<file path="src/rtl/noc_egress_pkt_fifo.sv">
// rtl/noc_egress_pkt_fifo.sv - NoC egress beat FIFO with optional packet store-and-forward
module noc_egress_pkt_fifo #(
    parameter int W         = 8,
    parameter int DEPTH     = 64,
    parameter int PKT_MODE  = 0,
    parameter int AF_THRESH = DEPTH - 4
) (
    input  logic                       clk,
    input  logic                       reset,
    input  logic                       noc_from_dev_ctl,
    input  logic [W-1:0]               noc_from_dev_data,
    input  logic                       re,
    output logic                       full,
    output logic                       almost_full,
    output logic                       empty,
    output logic                       from_fifo_to_tb_ctl,
    output logic [W-1:0]               from_fifo_to_tb_data,
    output logic [$clog2(DEPTH):0]     count,
    output logic [15:0]                ovf_cnt
);

    localparam int AW = $clog2(DEPTH);
    localparam int CW = AW + 1;
    localparam logic [CW-1:0] DEPTH_C = CW'(DEPTH);
    localparam logic [CW-1:0] AF_C    = CW'(AF_THRESH);

    typedef enum logic [1:0] {S_IDLE, S_IN_PKT, S_DROP} state_t;

    state_t          state_q, state_d;
    logic [W:0]      mem [DEPTH];
    logic [AW-1:0]   wr_ptr, rd_ptr, cm_ptr;
    logic [CW-1:0]   cm_count;
    logic [CW-1:0]   pkt_len;
    logic [CW-1:0]   count_d, cm_count_d;
    logic [AW-1:0]   wr_ptr_d;
    logic            is_idle, pop, has_slot;
    logic            do_push, do_commit, do_rollback;
    logic [16:0]     ovf_inc, ovf_sum;

    // cm_count holds only poppable entries; in stream mode it simply mirrors count
    assign empty       = (cm_count == '0);
    assign full        = (count == DEPTH_C);
    assign almost_full = (count >= AF_C);

    always_comb begin
        is_idle     = noc_from_dev_ctl && (noc_from_dev_data == '0);
        pop         = re && !empty;
        has_slot    = (count != DEPTH_C) || pop;
        state_d     = state_q;
        do_push     = 1'b0;
        do_commit   = 1'b0;
        do_rollback = 1'b0;
        ovf_inc     = '0;
        if (PKT_MODE == 0) begin
            if (!is_idle) begin
                if (has_slot) do_push = 1'b1;
                else          ovf_inc = 17'd1;
            end
        end else begin
            case (state_q)
                S_IDLE: begin
                    if (!is_idle) begin
                        if (has_slot) begin
                            do_push = 1'b1;
                            state_d = S_IN_PKT;
                        end else begin
                            ovf_inc = 17'd1;
                            state_d = S_DROP;
                        end
                    end
                end
                S_IN_PKT: begin
                    if (is_idle) begin
                        do_commit = 1'b1;
                        state_d   = S_IDLE;
                    end else if (has_slot) begin
                        do_push = 1'b1;
                    end else begin
                        do_rollback = 1'b1;
                        ovf_inc     = 17'(pkt_len) + 17'd1;
                        state_d     = S_DROP;
                    end
                end
                S_DROP: begin
                    if (is_idle) state_d = S_IDLE;
                    else         ovf_inc = 17'd1;
                end
                default: state_d = S_IDLE;
            endcase
        end
    end

    always_comb begin
        ovf_sum = {1'b0, ovf_cnt} + ovf_inc;
        if (do_rollback) begin
            count_d  = count - pkt_len - CW'(pop);
            wr_ptr_d = cm_ptr;
        end else begin
            count_d  = count + CW'(do_push) - CW'(pop);
            wr_ptr_d = wr_ptr + AW'(do_push);
        end
        if (PKT_MODE == 0)
            cm_count_d = count_d;
        else
            cm_count_d = cm_count - CW'(pop) + (do_commit ? pkt_len : '0);
    end

    always_ff @(posedge clk) begin
        if (reset) begin
            state_q              <= S_IDLE;
            wr_ptr               <= '0;
            rd_ptr               <= '0;
            cm_ptr               <= '0;
            count                <= '0;
            cm_count             <= '0;
            pkt_len              <= '0;
            ovf_cnt              <= '0;
            from_fifo_to_tb_ctl  <= 1'b1;
            from_fifo_to_tb_data <= '0;
        end else begin
            state_q  <= state_d;
            wr_ptr   <= wr_ptr_d;
            count    <= count_d;
            cm_count <= cm_count_d;
            ovf_cnt  <= ovf_sum[16] ? 16'hFFFF : ovf_sum[15:0];
            if (pop) rd_ptr <= rd_ptr + AW'(1);
            if (PKT_MODE == 0)  cm_ptr <= wr_ptr_d;
            else if (do_commit) cm_ptr <= wr_ptr;
            if (do_commit || do_rollback)       pkt_len <= '0;
            else if (do_push && PKT_MODE != 0)  pkt_len <= pkt_len + CW'(1);
            if (pop) begin
                from_fifo_to_tb_ctl  <= mem[rd_ptr][W];
                from_fifo_to_tb_data <= mem[rd_ptr][W-1:0];
            end else begin
                from_fifo_to_tb_ctl  <= 1'b1;
                from_fifo_to_tb_data <= '0;
            end
        end
    end

    always_ff @(posedge clk) begin
        if (do_push) mem[wr_ptr] <= {noc_from_dev_ctl, noc_from_dev_data};
    end

endmodule

</file>
<file path="config.mk">
export PLATFORM = sky130hd
export DESIGN_NAME = noc_egress_pkt_fifo
export DESIGN_NICKNAME = d
export VERILOG_FILES = /design/src/rtl/noc_egress_pkt_fifo.sv
export SDC_FILE = /design/constraint.sdc
export NUM_CORES = 1
export LEC_CHECK = 0
export ABC_CLOCK_PERIOD_IN_PS = 3700
export CORE_MARGIN = 2
export CORE_UTILIZATION = 40
export DETAILED_ROUTE_END_ITERATION = 10
export HOLD_SLACK_MARGIN = 0.05
export PLACE_DENSITY = 0.54
export SETUP_SLACK_MARGIN = 0.2
export SYNTH_ARGS = -nofsm -noshare
export SYNTH_HDL_FRONTEND = slang
export SYNTH_SLANG_ARGS = --single-unit
</file>
<file path="constraint.sdc">
create_clock -name clk -period 3.7 [get_ports clk]
set_input_delay 0.555 -clock clk [delete_from_list [all_inputs] [get_ports clk]]
set_output_delay 0.555 -clock clk [all_outputs]
set_load 0.005 [all_outputs]
</file>
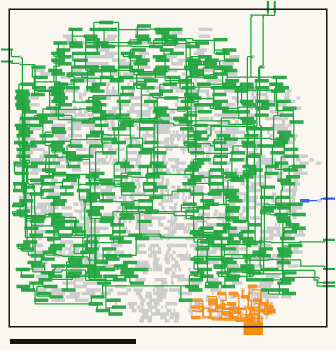
Fig. 1. I/O nets highlighted.
Scale bar: 100 um.
color	port	bits	direction	end cells	buffers	wire
green	`noc_from_dev_data`	8	input	515	18	9830 um
blue	`from_fifo_to_tb_ctl`	1	output	1	1	11.4 um
orange	`ovf_cnt`	16	output	16	16	878 um
top-level port count: 47
number of port buffers: 46

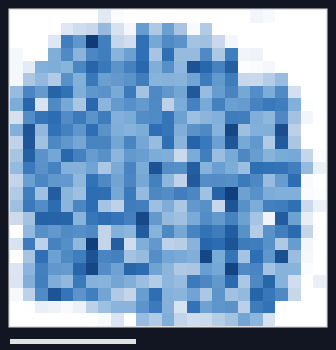
Fig. 2. Local utilization.
Scale bar: 100 um. 25 x 25 tiles, from white (low) to dark blue (high), 0 to 100% covered.
mean over tiles	44%
nearly empty tiles	16%
emptiest ninth of the die	upper right
fullest tile	96%
core region area: 0.0602 mm^2
Initial Utilization: 40.4%
Util after Layout: 47.1%

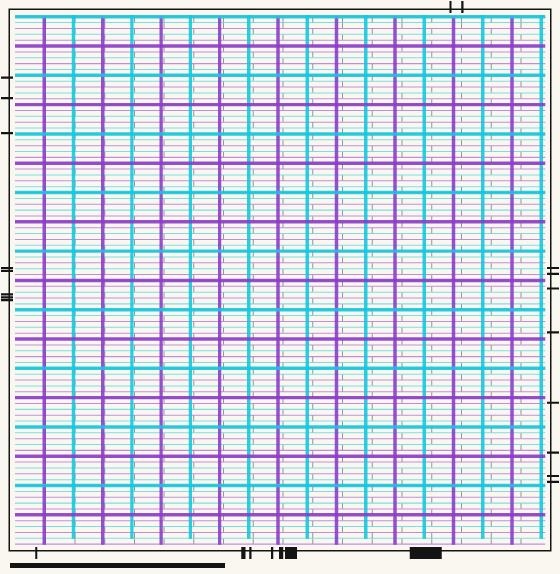
Fig. 3. Floorplan with the power grid.
Scale bar: 100 um. Pins as bars on the die edge. Tap cells in gray.
color	net
purple	VSS
cyan	VDD
rows	90
signal pins	47
met1 rails	91
Peak supply drop: 479 uV
Die W: 251 um
floorplan die height: 251 um

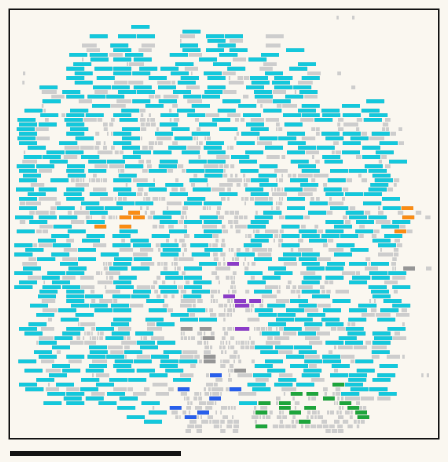
Fig. 4. Sequential cells colored by netlist name.
Scale bar: 100 um. Other sequential cells in the stronger gray, the rest of the logic in the fainter gray.
color	netlist name	placed flops
orange	`from_fifo_to_tb_data`	8
purple	`rd_ptr`	6
green	`ovf_cnt`	16
blue	`cm_count`	7
cyan	`mem`	576
not colored	7
Seq area share: 64.1%
sequential cell area in the final layout: 0.0182 mm^2
power in sequential cells: 7.97 mW

==> run_summary.xml <==
<?xml version="1.0" encoding="UTF-8"?>
<metrics>
  <group name="final_layout">
    <metric name="top_cell_excl_fill_tap" unit="">sky130_fd_sc_hd__edfxtp_1</metric>
    <metric name="clock_cell_area_share" unit="%">7.59</metric>
    <metric name="largest_register_ffs" unit="">576</metric>
    <metric name="fin_area" unit="mm^2">0.0284</metric>
    <metric name="layout.non_clock_inverters" unit="">14</metric>
  </group>
  <group name="synthesis">
    <metric name="yosys_most_used_dff" unit="">sky130_fd_sc_hd__edfxtp_1</metric>
    <metric name="count_of_library_flops_with_an_enable_pin" unit="">576</metric>
    <metric name="compound_area_share" unit="%">4.34</metric>
    <metric name="yosys.area_share.xor_xnor" unit="%">0.756</metric>
  </group>
  <group name="routing">
    <metric name="drcViolationCount" unit="">0</metric>
    <metric name="ant_nets" unit="">0</metric>
  </group>
  <group name="critical_path">
    <metric name="ff2ff_setup_slack" unit="ns">0.57</metric>
    <metric name="worst_setup_path_start_kind" unit="">flop</metric>
    <metric name="worst_r2r_endpoint" unit="">ovf_cnt[0]$_SDFF_PP0_</metric>
    <metric name="critical_path_required" unit="ns">4.21</metric>
  </group>
  <group name="cts">
    <metric name="cts_buffers" unit="">67</metric>
    <metric name="clock_latency" unit="ns">0.59</metric>
  </group>
  <group name="run_status">
    <metric name="outcome" unit="">finished, final reports clean</metric>
  </group>
  <group name="grt">
    <metric name="grt_start_max_net_pins" unit="">65</metric>
    <metric name="gr-usage-met1" unit="%">27.7</metric>
    <metric name="globalRouteMet2Util" unit="%">29.9</metric>
    <metric name="grt_busiest_layer" unit="">met2</metric>
  </group>
  <group name="final_timing">
    <metric name="layout_worst_path_cycle_share" unit="%">84.6</metric>
  </group>
</metrics>
[synth_stat cells, types with 5 or more instances]
cell / n / area [um^2]
sky130_fd_sc_hd__xnor2_1: 12 / 105
sky130_fd_sc_hd__nand3_1: 15 / 75.1
sky130_fd_sc_hd__buf_2: 12 / 60.1
sky130_fd_sc_hd__nand2_1: 23 / 86.3
sky130_fd_sc_hd__edfxtp_1: 576 / 17300
sky130_fd_sc_hd__inv_1: 13 / 48.8
sky130_fd_sc_hd__a22oi_1: 12 / 90.1
sky130_fd_sc_hd__xor2_1: 9 / 78.8
sky130_fd_sc_hd__nor2b_1: 12 / 75.1
sky130_fd_sc_hd__a211oi_1: 23 / 173
sky130_fd_sc_hd__buf_6: 14 / 158
sky130_fd_sc_hd__o22ai_1: 18 / 113
sky130_fd_sc_hd__o221ai_1: 13 / 114
sky130_fd_sc_hd__buf_4: 7 / 52.6
sky130_fd_sc_hd__a21oi_1: 30 / 150
sky130_fd_sc_hd__o21ai_0: 12 / 60.1
sky130_fd_sc_hd__clkbuf_1: 29 / 109
sky130_fd_sc_hd__a22o_1: 8 / 70.1
sky130_fd_sc_hd__a211o_1: 5 / 43.8
sky130_fd_sc_hd__nor3_1: 8 / 40.0
sky130_fd_sc_hd__mux2i_1: 85 / 851
sky130_fd_sc_hd__buf_1: 5 / 18.8
sky130_fd_sc_hd__mux4_2: 109 / 2450
sky130_fd_sc_hd__dfxtp_1: 44 / 881
sky130_fd_sc_hd__nor2_1: 92 / 345
sky130_fd_sc_hd__ha_1: 18 / 225
sky130_fd_sc_hd__nand4_1: 6 / 37.5
[power by group]
part           switching [mW]  leakage [nW]  internal (mW)
clock                    2.66          1.05           3.88
sequential              0.132          5.55           7.84
combinational            1.61          2.47           1.44
total                    4.40          9.07           13.2
Power is estimated from default activity; no workload was simulated.
